--- config.mk ---
export PLATFORM = sky130hd
export DESIGN_NAME = mem_arbiter_flat
export DESIGN_NICKNAME = d
export VERILOG_FILES = /design/src/rtl/mem_arbiter_if.sv /design/src/rtl/mem_arbiter.sv /design/src/flat_wrapper.sv
export SDC_FILE = /design/constraint.sdc
export NUM_CORES = 1
export LEC_CHECK = 0
export ABC_AREA = 0
export CORE_MARGIN = 2
export CORE_UTILIZATION = 37
export CTS_BUF_LIST = sky130_fd_sc_hd__clkbuf_16
export CTS_CLUSTER_DIAMETER = 50
export DETAILED_ROUTE_END_ITERATION = 10
export PLACE_DENSITY_LB_ADDON = 0.05
export RECOVER_POWER = 100
export REMOVE_ABC_BUFFERS = 1
export SLEW_MARGIN = 15
export SYNTH_ARGS = -nofsm -noshare
export SYNTH_HDL_FRONTEND = slang
export SYNTH_SLANG_ARGS = --single-unit
--- constraint.sdc ---
create_clock -name clk -period 1.9 [get_ports clk]
set_input_delay 0.38 -clock clk [delete_from_list [all_inputs] [get_ports clk]]
set_output_delay 0.38 -clock clk [all_outputs]
set_load 0.01 [all_outputs]
--- src/rtl/mem_arbiter_if.sv ---
// mem_arbiter_if: request/ack bus between the arbiter and the unified RAM.
interface mem_arbiter_if #(
    parameter int AW = 32,
    parameter int DW = 32
);
    logic          req;
    logic          we;
    logic [AW-1:0] addr;
    logic [DW-1:0] wdata;
    logic [DW-1:0] rdata;
    logic          ack;
    modport master (output req, we, addr, wdata, input rdata, ack);
    modport slave  (input req, we, addr, wdata, output rdata, ack);
endinterface

--- src/rtl/mem_arbiter.sv ---
// mem_arbiter: shares one single-port RAM between instruction fetch and the MEM stage,
// data first, with buffered read words and a pipeline-wide stall.
module mem_arbiter #(
    parameter int AW = 32,
    parameter int DW = 32
) (
    input  logic          clk,
    input  logic          cpu_rst_n,
    input  logic          cpu_en,
    input  logic          inst_ren,
    input  logic [AW-1:0] inst_addr,
    output logic [DW-1:0] inst_data,
    input  logic          mem_ren,
    input  logic          mem_wen,
    input  logic [AW-1:0] mem_addr,
    input  logic [DW-1:0] mem_dout,
    output logic [DW-1:0] mem_din,
    output logic          pipe_stall,
    mem_arbiter_if.master ram
);
    typedef enum logic [1:0] {IDLE, DATA, INST} state_t;
    state_t state, state_nx;
    logic d_done, i_done, pend_d, pend_i, ack, issue_d, issue_i;
    always_comb begin
        pend_d = (mem_ren | mem_wen) & ~d_done;
        pend_i = inst_ren & ~i_done;
        pipe_stall = pend_d | pend_i;
        ack = ram.req & ram.ack;
        issue_d = 1'b0;
        issue_i = 1'b0;
        if (state == IDLE) begin
            issue_d = cpu_en & pend_d;
            issue_i = cpu_en & ~pend_d & pend_i;
        end else if (state == DATA && ack) begin
            // a completing data access hands straight over to a waiting fetch
            issue_i = cpu_en & pend_i;
        end
        state_nx = issue_d ? DATA : issue_i ? INST : ack ? IDLE : state;
    end
    always_ff @(posedge clk or negedge cpu_rst_n) begin
        if (!cpu_rst_n) begin
            state     <= IDLE;
            ram.req   <= 1'b0;
            ram.we    <= 1'b0;
            ram.addr  <= '0;
            ram.wdata <= '0;
            inst_data <= '0;
            mem_din   <= '0;
            d_done    <= 1'b0;
            i_done    <= 1'b0;
        end else begin
            state   <= state_nx;
            ram.req <= state_nx != IDLE;
            if (issue_d) begin
                ram.addr  <= mem_addr;
                ram.wdata <= mem_dout;
                ram.we    <= mem_wen;
            end else if (issue_i) begin
                ram.addr <= inst_addr;
                ram.we   <= 1'b0;
            end
            if (cpu_en && !pipe_stall) begin
                d_done <= 1'b0;
                i_done <= 1'b0;
            end
            // a capture wins over a simultaneous advance so a late completion is never lost
            if (ack && state == DATA) begin
                d_done <= 1'b1;
                if (!ram.we) mem_din <= ram.rdata;
            end
            if (ack && state == INST) begin
                i_done    <= 1'b1;
                inst_data <= ram.rdata;
            end
        end
    end
endmodule

--- src/flat_wrapper.sv ---
// flat-port wrapper written by rule: the top's interface ports become plain ports
module mem_arbiter_flat 
#(
    parameter int AW = 32,
    parameter int DW = 32
)
  (clk, cpu_rst_n, cpu_en, inst_ren, inst_addr, inst_data, mem_ren, mem_wen, mem_addr, mem_dout, mem_din, pipe_stall, ram_req, ram_we, ram_addr, ram_wdata, ram_rdata, ram_ack);
  mem_arbiter_if #(.AW(AW), .DW(DW)) ram_i ();
  input  logic clk;
  input  logic cpu_rst_n;
  input  logic cpu_en;
  input  logic inst_ren;
  input  logic [AW-1:0] inst_addr;
  output logic [DW-1:0] inst_data;
  input  logic mem_ren;
  input  logic mem_wen;
  input  logic [AW-1:0] mem_addr;
  input  logic [DW-1:0] mem_dout;
  output logic [DW-1:0] mem_din;
  output logic pipe_stall;
  output wire logic [$bits(ram_i.req)-1:0] ram_req;
  output wire logic [$bits(ram_i.we)-1:0] ram_we;
  output wire logic [$bits(ram_i.addr)-1:0] ram_addr;
  output wire logic [$bits(ram_i.wdata)-1:0] ram_wdata;
  input wire logic [$bits(ram_i.rdata)-1:0] ram_rdata;
  input wire logic [$bits(ram_i.ack)-1:0] ram_ack;
  assign ram_req = ram_i.req;
  assign ram_we = ram_i.we;
  assign ram_addr = ram_i.addr;
  assign ram_wdata = ram_i.wdata;
  assign ram_i.rdata = ram_rdata;
  assign ram_i.ack = ram_ack;
  mem_arbiter #(.AW(AW), .DW(DW)) u_core (.clk(clk), .cpu_rst_n(cpu_rst_n), .cpu_en(cpu_en), .inst_ren(inst_ren), .inst_addr(inst_addr), .inst_data(inst_data), .mem_ren(mem_ren), .mem_wen(mem_wen), .mem_addr(mem_addr), .mem_dout(mem_dout), .mem_din(mem_din), .pipe_stall(pipe_stall), .ram(ram_i));
endmodule
==> out/results.ini <==
[route]
wl_met1_um = 6160
via_per_inst = 4.88
drcViolationCount = 0
first_iter_violations = 109
wl_met3_um = 1040
final_antenna_net_count = 0

[final_timing]
holdWs_ns = 0.492
finalCritPeriodShare_pct = 96.0
fin_crit_ns = 1.82
hold_viol = 0
worst_slew_pin_slew_ns = 0.909

[synthesis]
synth_cells = 345
yosysWarnings = 0
synth-xor-area-share_pct = 0
numSynthFlops = 134
area_leaders = dfrtp_1, mux2_2, mux2_4
synth-simple-area-share_pct = 5.54
yosysCellCount = 345
edf_count = 0
postSynth.asyncResetShare_pct = 100

[final_layout]
stdcell_count = 821
final_cell_area_um2 = 8820
clock_buffers = 17
layout.nonclk_buf_share_pct = 32.0
final_cell_mix = clkdlybuf4s50_1, dfrtp_1, dlygate4sd3_1
regArea_um2 = 3350
fillCellCount = 1209
num-nonclk-inverters = 2
seq_cells = 134

[global_routing]
overflow = 0
grt_pass1_vias = 4425
grt_pass1_wl_um = 23100

[critical_path]
worstPathCellList = clkdlybuf4s50_1
r2r_cells = 5
startpoint = u_core.ram.we
slowest_stage = clkdlybuf4s50_1
path_delay_family = buffers and inverters
critPathBufInv = 1
crit_type = flip-flop to output port

[cts]
cts_setup_buffers = 0
clock.latency.late_pin_ns = 0.41
ctsHtreeMaxLevel = 4
ctsLongestPathBuffers = 2
cts_resized = 1

[pwr]
p_leak_uw = 0.00367
power_density_nw_per_um2 = 1590
internal-power_uw = 9760

[place]
placed_cells = 788
dp_hpwl_um = 10300

[status]
status = finished, final reports clean

[run]
drv_cap = 0

[hold_path]
hold_depth = 1
hold_class = flip-flop to flip-flop

[die]
initCoreUtil_pct = 37.6

final timing paths:
kind	to	slack (ns)
max	ram_we	0.08
min	u_core.ram.wdata[25]	0.49
max reg2reg	u_core.ram.addr[21]	0.15
min reg2reg	u_core.ram.wdata[25]	0.49
max in group asynchronous	u_core.inst_data[0]	0.52
min in group asynchronous	u_core.ram.addr[11]	0.63
sequential cells by signal, indices dropped and copies added, names as in the netlist:
register and cells:
u_core.ram.wdata 32, u_core.d_done 1, u_core.i_done 1, u_core.ram.req 1
u_core.mem_din 32, u_core.ram.we 1, u_core.state 2, u_core.inst_data 32
u_core.ram.addr 32
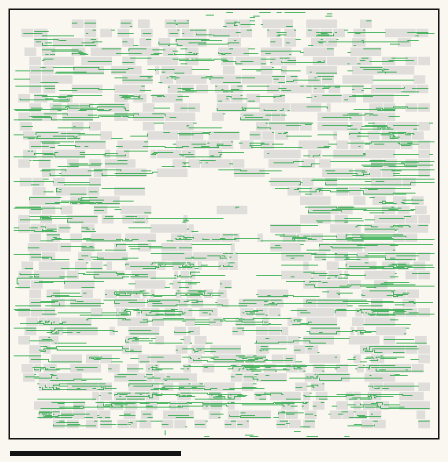
(images/m1.png)
Bar = 50 um. Cells faint in the background.
- wire length on this layer: 6,160 um
- nets with wire on the layer: 651
GR Layer Usage met1: 23.2%
vias: 4,009
Routed WL: 14,400 um

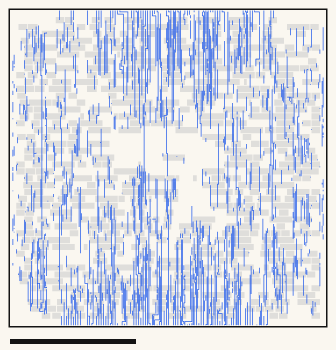
(images/m2.png)
Bar = 50 um. Cells faint in the background.
- share of all routed wire: 48%
- nets with wire on the layer: 697
- wire length on this layer: 6,860 um
- main direction: vertical
GR met2 Demand/Resource: 30.5%

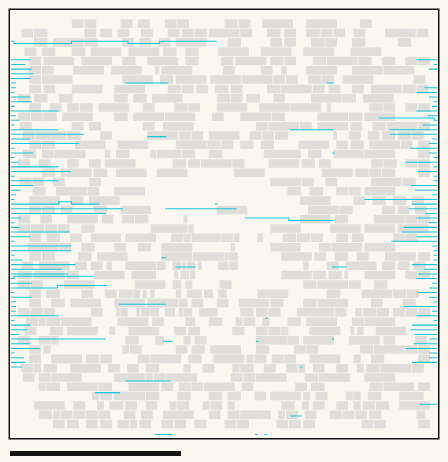
(images/m3.png)
Bar = 50 um. Cells faint in the background.
- nets with wire on the layer: 139
- share of all routed wire: 7.3%
- longest straight run: 32.4 um
- main direction: horizontal
GRT met3 Usage: 6.68%

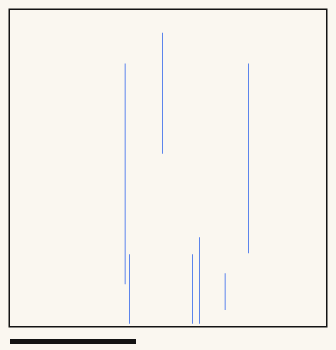
(images/m4.png)
Bar = 50 um.
- nets with wire on the layer: 6
- main direction: vertical

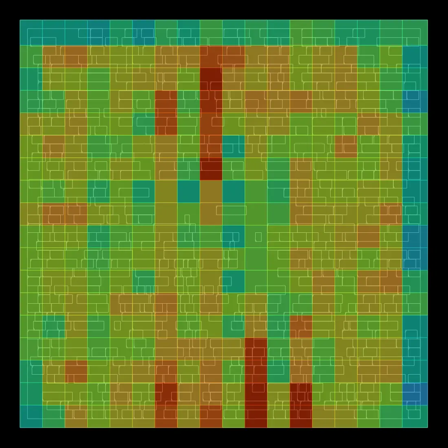
(images/congestion_map.png)
Top Usage Layer GRT: met2
total track usage: 18.8%
Wirelength per Cell: 17.5 um
post-layout util: 61.1%

